<file path="src/rtl/tdroplet_mux_ctrl.sv">
// Two-branch droplet mux valve sequencer: round-robin grant, settle / dwell / flush timing,
// and an occupancy count for the downstream long-cell trap.
module tdroplet_mux_ctrl #(
  parameter int SETTLE_CYC = 2,
  parameter int DWELL_CYC  = 4,
  parameter int GUARD_CYC  = 3,
  parameter int CAPACITY   = 3,
  parameter int CNT_W      = 4
) (
  input  logic             clk,
  input  logic             rst_n,
  input  logic             enable,
  input  logic [1:0]       req,
  input  logic             trap_clear,
  output logic             cp1,
  output logic             cp2,
  output logic [1:0]       ack,
  output logic             busy,
  output logic [CNT_W-1:0] trap_cnt,
  output logic             trap_full
);

  localparam int MAX_A   = (SETTLE_CYC > DWELL_CYC) ? SETTLE_CYC : DWELL_CYC;
  localparam int MAX_CYC = (MAX_A > GUARD_CYC) ? MAX_A : GUARD_CYC;
  localparam int TW      = (MAX_CYC > 1) ? $clog2(MAX_CYC) : 1;
  localparam logic [CNT_W-1:0] CAP = CNT_W'(CAPACITY);

  typedef enum logic [1:0] {IDLE, SETTLE, OPEN, FLUSH} state_t;

  state_t           state;
  logic [TW-1:0]    timer;
  logic             sel;
  logic             last_sel;
  logic             grant_ok;
  logic             grant_sel;
  logic             deliver;
  logic [CNT_W-1:0] cnt_next;

  // NOTE: every always_comb output gets a default first so no path leaves it unassigned (no latch).
  always_comb begin
    grant_ok  = enable && !trap_full && (|req);
    grant_sel = (req == 2'b11) ? ~last_sel : req[1];
    deliver   = (state == OPEN) && (timer == '0);
    cnt_next  = trap_cnt;
    if (trap_clear)
      cnt_next = deliver ? CNT_W'(1) : '0;
    else if (deliver && trap_cnt != CAP)
      cnt_next = trap_cnt + 1'b1;
  end

  // Outputs are computed from the next state so the valves change on the same edge as the state.
  // NOTE: sequential state uses non-blocking assignments only, so every register sees pre-edge values.
  always_ff @(posedge clk) begin
    if (!rst_n) begin
      state     <= IDLE;
      timer     <= '0;
      sel       <= 1'b0;
      last_sel  <= 1'b1;
      cp1       <= 1'b0;
      cp2       <= 1'b0;
      ack       <= '0;
      busy      <= 1'b0;
      trap_cnt  <= '0;
      trap_full <= 1'b0;
    end else begin
      ack       <= '0;
      trap_cnt  <= cnt_next;
      trap_full <= (cnt_next == CAP);
      case (state)
        IDLE: begin
          if (grant_ok) begin
            sel      <= grant_sel;
            last_sel <= grant_sel;
            timer    <= TW'(SETTLE_CYC - 1);
            state    <= SETTLE;
            busy     <= 1'b1;
          end
        end
        SETTLE: begin
          if (timer == '0) begin
            state <= OPEN;
            timer <= TW'(DWELL_CYC - 1);
            cp1   <= ~sel;
            cp2   <= sel;
          end else begin
            timer <= timer - 1'b1;
          end
        end
        OPEN: begin
          if (timer == '0) begin
            state <= FLUSH;
            timer <= TW'(GUARD_CYC - 1);
            cp1   <= 1'b0;
            cp2   <= 1'b0;
            ack   <= sel ? 2'b10 : 2'b01;
          end else begin
            timer <= timer - 1'b1;
          end
        end
        FLUSH: begin
          if (timer == '0) begin
            state <= IDLE;
            busy  <= 1'b0;
          end else begin
            timer <= timer - 1'b1;
          end
        end
        default: state <= IDLE;
      endcase
    end
  end

endmodule
</file>
<file path="config.mk">
export PLATFORM = sky130hd
export DESIGN_NAME = tdroplet_mux_ctrl
export DESIGN_NICKNAME = d
export VERILOG_FILES = /design/src/rtl/tdroplet_mux_ctrl.sv
export SDC_FILE = /design/constraint.sdc
export NUM_CORES = 1
export LEC_CHECK = 0
export ABC_AREA = 1
export CELL_PAD_IN_SITES_DETAIL_PLACEMENT = 2
export CELL_PAD_IN_SITES_GLOBAL_PLACEMENT = 2
export CORE_AREA = 2 2 56 63
export CTS_CLUSTER_DIAMETER = 80
export CTS_CLUSTER_SIZE = 8
export DETAILED_ROUTE_END_ITERATION = 8
export DIE_AREA = 0 0 58 65
export HOLD_SLACK_MARGIN = 0.02
export PLACE_DENSITY = 0.79
export SETUP_SLACK_MARGIN = 0.4
export SYNTH_ARGS = -nofsm -noshare
export SYNTH_HDL_FRONTEND = slang
export SYNTH_SLANG_ARGS = --single-unit
</file>
<file path="constraint.sdc">
create_clock -name clk -period 2 [get_ports clk]
set_input_delay 0.4 -clock clk [delete_from_list [all_inputs] [get_ports clk]]
set_output_delay 0.4 -clock clk [all_outputs]
set_load 0.01 [all_outputs]
</file>
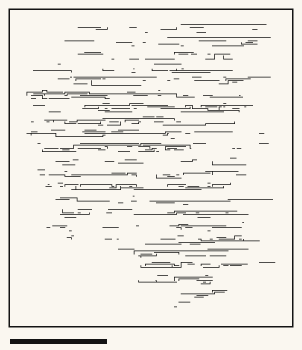
Figure 1: run 1, the metal 1 layer.
Scale bar: 20 microns.
longest straight run: 21.2 microns
wire length on this layer: 1110 microns
M1 GR Usage: 16.44%
Routed WL: 2602 microns
count of vias placed by the detailed router: 861

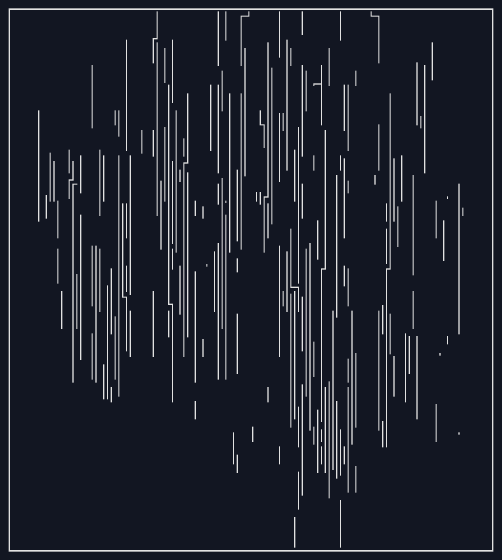
Figure 2: run 1, met2 routing.
wire length on this layer: 1410 microns
nets with wire on the layer: 138

==> impl_metrics.csv, run 1 <==
group,metric,value,unit
clock_network,post-cts-setup-buffer-count,1,
yosys,yosys.area_share.aoi,9.597,%
clock_network,cts_hold_repair.buffers,0,
timing,hold_slack,476.3,ps
power_and_ir_drop,combPwrFrac,50.0,%
power_and_ir_drop,power_sequential,440,uW
critical_path,critical_path.startpoint,"ack[1]",
power_and_ir_drop,switching_share,43.49,%
final_layout,signal_buffers,17,
yosys,fp_nets,140,
critical_path,launch_instance_of_the_worst_register_to_register_path,"state[0]",
critical_path,crit_buf_inv,1,
final_layout,antenna_cells_inserted,0,
floorplanning,floorplanUtilization,28.17,%
placement,hpwlAfterDp,2123,microns
final_layout,final_core_util,36.09,%
route,drtAntennaViolNets,0,
critical_path,timing.critical_path.slowest_cell_delay,520,ps
flow_run,max_cap_violations,0,
timing,final_hold_violation_count,0,
final_layout,signal_buffer_area_fraction,14.66,%
final_layout,comb_area_share,42.89,%
floorplanning,die_h,65,microns
yosys,synth.lib_cells_used.distinct,21,
route,avg_wl_per_cell,14.30,microns
final_layout,numSequentialCells,16,
yosys,synth.area.mux_share,0,%
power_and_ir_drop,power.switching,577.4,uW
timing,max_freq,652.0,MHz
power_and_ir_drop,power_clock,223,uW
clock_network,cts.root.buffer_cell,"sky130_fd_sc_hd__clkbuf_4",
final_layout,finalNonFillerCells,182,
power_and_ir_drop,power_leakage,0.0005739,uW
route,wl_met2,1409,microns
power_and_ir_drop,powerComb,664,uW
yosys,postSynthRegisterBits,16,
critical_path,ff2ff_path_depth,9,
timing,total_of_endpoints_with_negative_setup_slack_in_the_final_report,0,
floorplanning,floorplan.rows,22,
worst_hold_path,min_path_cells,1,
final_layout,layout.cells.most_common,"sky130_fd_sc_hd__nand2_1",
route,drt_pre_antenna_iters,4,
run_status,outcome,"completed",
final_layout,largest_register_ff_count,4,
floorplanning,chip_area,3770,sq um
final_layout,regMostFlops,"trap_cnt",
final_layout,seq_cell_area,324.1,sq um
yosys,synth_area,899.6,sq um
route,met3RoutedLength,58,microns
final_layout,clock_buffers,4,
power_and_ir_drop,internal_power,750.2,uW
placement,final_weighted_congestion_in_routability_driven_placement,0.7443,
floorplanning,die_width,58,microns
yosys,dominantRegCellSynth,"sky130_fd_sc_hd__dfxtp_1",
grt,grt_overflow,0,
critical_path,crit-reg2reg-capture,"trap_full",
yosys,yosys-stat-area,899.6,sq um
yosys,xor_share_synth,0,%
clock_network,ctsHtreeMaxLevel,1,
critical_path,critical_path_arrival,1130,ps
route,drc,0,
final_layout,fraction_of_final_layout_cells_with_drive_strength_greater_than_1,14.38,%
critical_path,endpoint_of_the_most_critical_setup_path,"ack[1]",
timing,slew_headroom,84.50,%
timing,timing.setup.tns,0,ps
yosys,synthesis.area_per_instance,7.140,sq um
critical_path,critPathSlowestCell,"sky130_fd_sc_hd__clkdlybuf4s50_1",
worst_hold_path,holdCritPathClass,"reg2reg",
yosys,synthTopCellsByArea,"sky130_fd_sc_hd__dfxtp_1, sky130_fd_sc_hd__ha_1, sky130_fd_sc_hd__nand2_1, sky130_fd_sc_hd__nand3_1, sky130_fd_sc_hd__inv_1",
timing,timing.final.crit_share,76.68,%
placement,dpl.cell_count,177,
floorplanning,nWellTaps,36,
placement,worst_slack_placed,306.0,ps
power_and_ir_drop,power_top_consumer,"combinational logic",
clock_network,clock_sinks,16,
power_and_ir_drop,clock_power_share,16.8,%
clock_network,cts.clk_slew.worst_paths,100,ps
worst_hold_path,worst_hold_path.endpoint,"ack[0]",
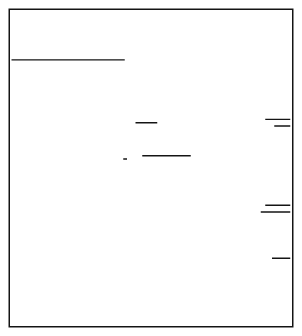
Figure 3: run 1, signal wires on met3.
longest straight run: 23.0 microns
main direction: horizontal
nets with wire on the layer: 8
share of all routed wire: 2.3%
GRT met3 Usage: 3.593%

==> run 1 -> run 2 <==
--- a/config.mk
+++ b/config.mk
@@ -8,13 +8,13 @@
 export ABC_AREA = 1
 export CELL_PAD_IN_SITES_DETAIL_PLACEMENT = 2
 export CELL_PAD_IN_SITES_GLOBAL_PLACEMENT = 2
-export CORE_AREA = 2 2 56 63
+export CORE_AREA = 2 2 58 65
 export CTS_CLUSTER_DIAMETER = 80
 export CTS_CLUSTER_SIZE = 8
 export DETAILED_ROUTE_END_ITERATION = 8
-export DIE_AREA = 0 0 58 65
+export DIE_AREA = 0 0 60 67
 export HOLD_SLACK_MARGIN = 0.02
-export PLACE_DENSITY = 0.79
+export PLACE_DENSITY = 0.75
 export SETUP_SLACK_MARGIN = 0.4
 export SYNTH_ARGS = -nofsm -noshare
 export SYNTH_HDL_FRONTEND = slang
==> constraint.sdc (replaced) <==
create_clock -name clk -period 1.46 [get_ports clk]
set_input_delay 0.292 -clock clk [delete_from_list [all_inputs] [get_ports clk]]
set_output_delay 0.292 -clock clk [all_outputs]
set_load 0.01 [all_outputs]
==> run 2 against run 1 <==
Sequential power is 51% higher. Setup slack worse by 290 ps. Sequential cell count did not move. Area after synthesis unchanged. Global-route usage increased by 0.99 points. Clock-buffer cell count decreased by 1. Clock skew is 6.4 ps higher. Clock power is 11% higher. Via count grew 9.6%. Die area increased by 6.6%. Largest cell class unchanged. Largest power group unchanged.
==> impl_metrics.csv, run 2 <==
group,metric,value,unit
clock_network,cts.clk_slew.worst_paths,110,ps
final_layout,layout.clock.cell_area_share,1.792,%
yosys,fp_nets,140,
placement,dpl.cell_count,191,
timing,total_of_endpoints_with_negative_setup_slack_in_the_final_report,0,
placement,worst_slack_placed,-99.01,ps
yosys,xor_share_synth,0,%
final_layout,final_core_util,44.03,%
yosys,postSynthRegisterBits,16,
route,avg_wl_per_cell,15.33,microns
timing,max_freq,779.6,MHz
worst_hold_path,worst_hold_path.endpoint,"cp2",
power_and_ir_drop,power.switching,1051,uW
critical_path,ff2ff_path_depth,7,
timing,final_hold_violation_count,0,
flow_run,max_cap_violations,0,
route,wl_met2,1848,microns
critical_path,endpoint_of_the_most_critical_setup_path,"state[1]",
final_layout,finalNonFillerCells,205,
power_and_ir_drop,switching_share,43.69,%
floorplanning,chip_area,4020,sq um
route,met3RoutedLength,61,microns
final_layout,comb_area_share,46.07,%
final_layout,fraction_of_final_layout_cells_with_drive_strength_greater_than_1,52.87,%
grt,grt_overflow,0,
yosys,top_area_share,35.61,%
final_layout,clock_buffers,3,
critical_path,crit_buf_inv,2,
final_layout,logic_gate_count,88,
final_layout,seq_cell_area,347.8,sq um
yosys,synthTopCellsByArea,"sky130_fd_sc_hd__dfxtp_1, sky130_fd_sc_hd__ha_1, sky130_fd_sc_hd__nand2_1, sky130_fd_sc_hd__nand3_1, sky130_fd_sc_hd__inv_1",
route,drtAntennaViolNets,0,
yosys,synth.lib_cells_used.distinct,21,
critical_path,critical_path_arrival,1500,ps
floorplanning,nWellTaps,48,
route,drc,0,
timing,final_worst_path_period_need,1283,ps
floorplanning,floorplanUtilization,27.01,%
floorplanning,floorplan.rows,22,
grt,grt_antenna_before_repair,0,
placement,final_weighted_congestion_in_routability_driven_placement,0.7919,
grt,groute.layer.met1.usage,16.10,%
clock_network,clock_sinks,16,
final_layout,signal_buffer_area_fraction,17.75,%
grt,met2_usage,33.42,%
critical_path,critPathRequiredTime,1680,ps
worst_hold_path,holdCritPathClass,"reg2reg",
timing,timing.setup.tns,0,ps
floorplanning,die_width,60,microns
clock_network,post-cts-setup-buffer-count,7,
power_and_ir_drop,power_leakage,0.0006063,uW
yosys,ys_seq_share,35.61,%
power_and_ir_drop,power_clock,248,uW
critical_path,timing.critical_path.slowest_cell_delay,370,ps
power_and_ir_drop,powerComb,1490,uW
floorplanning,die_h,67,microns
final_layout,largest_register_ff_count,4,
run_status,outcome,"completed",
final_layout,layout.cells.most_common,"sky130_fd_sc_hd__nand2_1",
power_and_ir_drop,power_sequential,664,uW
timing,hold_slack,484.4,ps
power_and_ir_drop,clock_power_share,10.3,%
clock_network,ctsHtreeMaxLevel,1,
final_layout,regMostFlops,"trap_cnt",
critical_path,critical_path.startpoint,"state[0]",
yosys,synth.area.mux_share,0,%
yosys,dominantRegCellSynth,"sky130_fd_sc_hd__dfxtp_1",
yosys,synth_area,899.6,sq um
power_and_ir_drop,power_top_consumer,"combinational logic",
final_layout,antenna_cells_inserted,0,
timing,slew_headroom,83.26,%
final_layout,signal_buffers,28,
power_and_ir_drop,combPwrFrac,62.1,%
critical_path,launch_instance_of_the_worst_register_to_register_path,"state[0]",
yosys,synthesis.area_per_instance,7.140,sq um
yosys,yosys.area_share.aoi,9.597,%
clock_network,cts_hold_repair.buffers,0,
placement,hpwlAfterDp,2266,microns
grt,grt.met3_usage,1.748,%
worst_hold_path,min_path_cells,2,
clock_network,cts.root.buffer_cell,"sky130_fd_sc_hd__clkbuf_4",
final_layout,numSequentialCells,16,
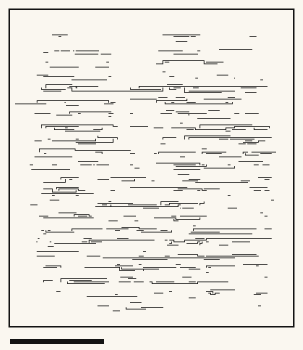
Figure 4: run 2, the metal 1 layer.
Scale bar: 20 microns.
share of all routed wire: 39%
wire length on this layer: 1220 microns
main direction: horizontal

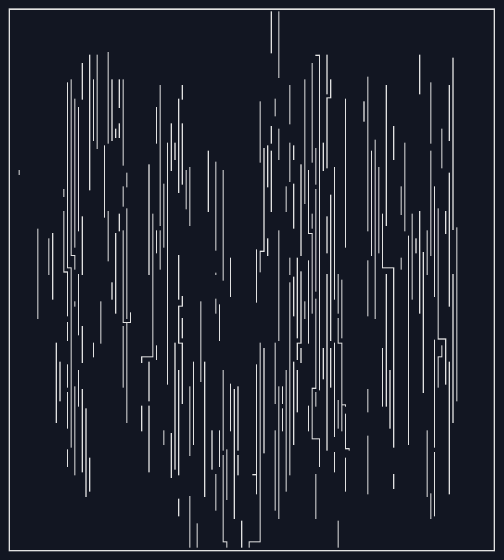
Figure 5: run 2, met2 routing.
count of vias placed by the detailed router: 944
Routed WL: 3143 microns

==> run 2 -> run 3 <==
--- a/config.mk
+++ b/config.mk
@@ -9,7 +9,6 @@
 export CELL_PAD_IN_SITES_DETAIL_PLACEMENT = 2
 export CELL_PAD_IN_SITES_GLOBAL_PLACEMENT = 2
 export CORE_AREA = 2 2 58 65
-export CTS_CLUSTER_DIAMETER = 80
 export CTS_CLUSTER_SIZE = 8
 export DETAILED_ROUTE_END_ITERATION = 8
 export DIE_AREA = 0 0 60 67
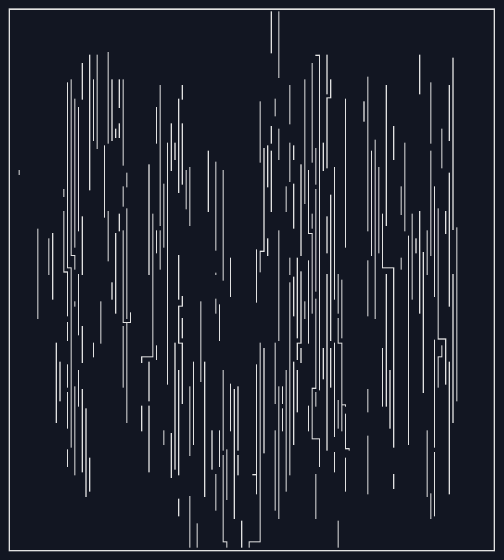
Figure 6: run 3, met2 routing.
longest straight run: 41.5 microns
main direction: vertical
share of all routed wire: 59%
nets with wire on the layer: 159
wire length on this layer: 1850 microns

==> run 3 against run 2 <==
First-iteration DRC count stayed put. Largest power group unchanged. Via count did not move. Critical path type unchanged. Combinational power about the same. Sequential share of layout area is the same.
==> impl_metrics.csv, run 3 <==
group,metric,value,unit
critical_path,crit_buf_inv,2,
clock_network,clock_sinks,16,
grt,grt_antenna_before_repair,0,
worst_hold_path,hp-start,"cp2",
critical_path,critical_path.endpoint_type,"flip-flop",
final_layout,seq_cell_area,347.8,sq um
final_layout,regMostFlops,"trap_cnt",
critical_path,critPathRequiredTime,1680,ps
yosys,xor_share_synth,0,%
placement,hpwlAfterDp,2266,microns
power_and_ir_drop,total_power,2406,uW
timing,worst_clock_skew,7.293,ps
yosys,synth_async_sr_flop_share,0,%
floorplanning,core,3331,sq um
final_layout,antenna_cells_inserted,0,
grt,met2_usage,33.42,%
route,postRouteWirelength,3143,microns
critical_path,worstPathCellList,"buf_4, ha_4, o21bai_4, nand2_2, inv_2, nand3_1, a21oi_1",
power_and_ir_drop,power_leakage,0.0006063,uW
critical_path,endpoint_of_the_most_critical_setup_path,"state[1]",
worst_hold_path,min_path_cells,2,
route,wl_met2,1848,microns
placement,worst_slack_placed,-99.01,ps
clock_network,cts_hold_repair.buffers,0,
flow_run,max_cap_violations,0,
worst_hold_path,holdCritPathClass,"reg2reg",
final_layout,clock_buffers,3,
critical_path,rrSetupSlack,180,ps
final_layout,seq_area_share,23.72,%
yosys,synthDominantAreaCellType,"sky130_fd_sc_hd__dfxtp_1",
grt,track_usage,16.24,%
yosys,ys_seq_share,35.61,%
timing,drv_slew,0,
yosys,postSynthRegisterBits,16,
critical_path,worst-setup-path-type,"reg2reg",
worst_hold_path,worst_hold_path.endpoint,"cp2",
final_layout,largest_register_ff_count,4,
yosys,dominantRegCellSynth,"sky130_fd_sc_hd__dfxtp_1",
yosys,synth_area,899.6,sq um
timing,timing.setup.tns,0,ps
critical_path,launch_instance_of_the_worst_register_to_register_path,"state[0]",
clock_network,cts.clk_slew.worst_paths,110,ps
floorplanning,die_h,67,microns
clock_network,ctsHtreeMaxLevel,1,
grt,gr-max-usage-layer,"met2",
grt,grt_overflow,0,
route,detailed_route_iter0_violations,17,
yosys,synth.cellmix.simpleShare,33.94,%
final_layout,largest_cell_class,"multi-input combinational cells",
final_layout,fraction_of_final_layout_cells_with_drive_strength_greater_than_1,52.87,%
final_layout,comb_area_share,46.07,%
timing,final_hold_violation_count,0,
final_layout,nNonClkInverters,21,
route,vias,944,
floorplanning,die_width,60,microns
critical_path,timing.critical_path.slowest_cell_delay,370,ps
final_layout,fin_nets,172,
power_and_ir_drop,internal_power,1355,uW
final_layout,finalNonFillerCells,205,
final_layout,n_fill_cell,382,
grt,grt.met3_usage,1.748,%
final_layout,numSequentialCells,16,
route,drtAntennaViolNets,0,
critical_path,critical_path.startpoint,"state[0]",
floorplanning,chip_area,4020,sq um
final_layout,syn_to_final_growth,63.00,%
yosys,top_area_share,35.61,%
timing,grt_setup_unrepaired,"true",
power_and_ir_drop,switching_share,43.69,%
yosys,synth.lib_cells_used.distinct,21,
route,met3RoutedLength,61,microns
power_and_ir_drop,combPwrFrac,62.1,%
yosys,synth.area.mux_share,0,%
route,top_layer_used,"met4",
power_and_ir_drop,irDropWorstVdd,0.4070,mV
grt,pin_count_of_the_biggest_net_entering_global_routing,11,
yosys,enable_flop_cells,0,
timing,total_of_endpoints_with_negative_setup_slack_in_the_final_report,0,
route,wl_met1,1217,microns
yosys,yosys-stat-cells,126,
clock_network,cts.root.buffer_cell,"sky130_fd_sc_hd__clkbuf_4",
final_layout,signal_buffer_area_fraction,17.75,%
timing,max_freq,779.6,MHz
grt,groute.layer.met1.usage,16.10,%
floorplanning,floorplan.rows,22,
timing,worst_setup_slack_final,177.2,ps
final_layout,logic_gate_count,88,
yosys,yosysMostFrequentCell,"sky130_fd_sc_hd__nand2_1",
power_and_ir_drop,power_clock,248,uW
final_layout,signal_buffers,28,
critical_path,startpoint_type,"flip-flop",
power_and_ir_drop,power_sequential,664,uW
flow_run,openroad.warnings,34,
final_layout,layout.clock.cell_area_share,1.792,%
critical_path,ff2ff_path_depth,7,
clock_network,post-cts-setup-buffer-count,7,
yosys,synthesis.area_per_instance,7.140,sq um
final_layout,layout.cells.most_common,"sky130_fd_sc_hd__nand2_1",
route,drc,0,
yosys,synthTopCellsByArea,"sky130_fd_sc_hd__dfxtp_1, sky130_fd_sc_hd__ha_1, sky130_fd_sc_hd__nand2_1, sky130_fd_sc_hd__nand3_1, sky130_fd_sc_hd__inv_1",
critical_path,critPathSlowestCell,"sky130_fd_sc_hd__dfxtp_4",
critical_path,critical_path_cell_count,7,
timing,final_worst_path_period_need,1283,ps
timing,timing.final.crit_share,87.86,%
route,drt_pre_antenna_iters,4,
critical_path,critical_path_arrival,1500,ps
yosys,yosys.area_share.aoi,9.597,%
run_status,outcome,"completed",
power_and_ir_drop,power_top_consumer,"combinational logic",
power_and_ir_drop,clock_power_share,10.3,%
floorplanning,nWellTaps,48,
final_layout,final_layout_top_logic_cells,"sky130_fd_sc_hd__nand2_1, sky130_fd_sc_hd__inv_1, sky130_fd_sc_hd__nor2_1, sky130_fd_sc_hd__buf_4",
placement,dpl.cell_count,191,
clock_network,tritoncts,"built",
power_and_ir_drop,powerComb,1490,uW
final_layout,final_core_util,44.03,%
power_and_ir_drop,power_density,1641,nW/um^2
yosys,common_cells,"sky130_fd_sc_hd__nand2_1, sky130_fd_sc_hd__inv_1, sky130_fd_sc_hd__dfxtp_1",
floorplanning,floorplanUtilization,27.01,%
route,vias_cell,4.605,
timing,slew_headroom,83.26,%
yosys,fp_nets,140,
timing,hold_slack,484.4,ps
route,avg_wl_per_cell,15.33,microns
power_and_ir_drop,power.switching,1051,uW
critical_path,worst_path_dominant_cell_family,"flip-flops",
yosys,synth.yosys.warnings,0,
placement,final_weighted_congestion_in_routability_driven_placement,0.7919,
grt,vias_in_the_first_global_route,1061,
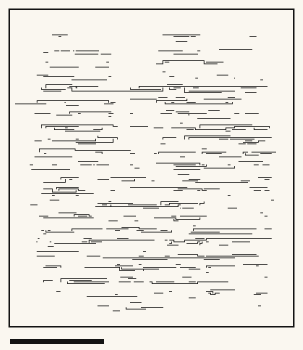
Figure 7: run 3, the metal 1 layer.
Scale bar: 20 microns.
longest straight run: 27.9 microns
wire length on this layer: 1220 microns
nets with wire on the layer: 151


==> gallery <==
Routing congestion map.
image #1
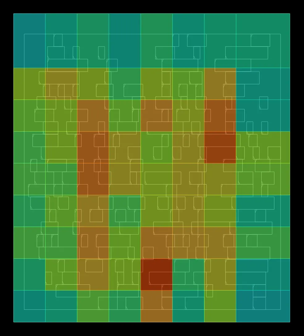
image #2
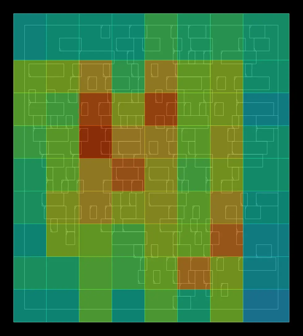
| from | picture |
|---|---|
| run 1 | image #2 |
| run 2 | image #1 |
- highest utilization: image #1

Power and IR drop assume default switching activity.
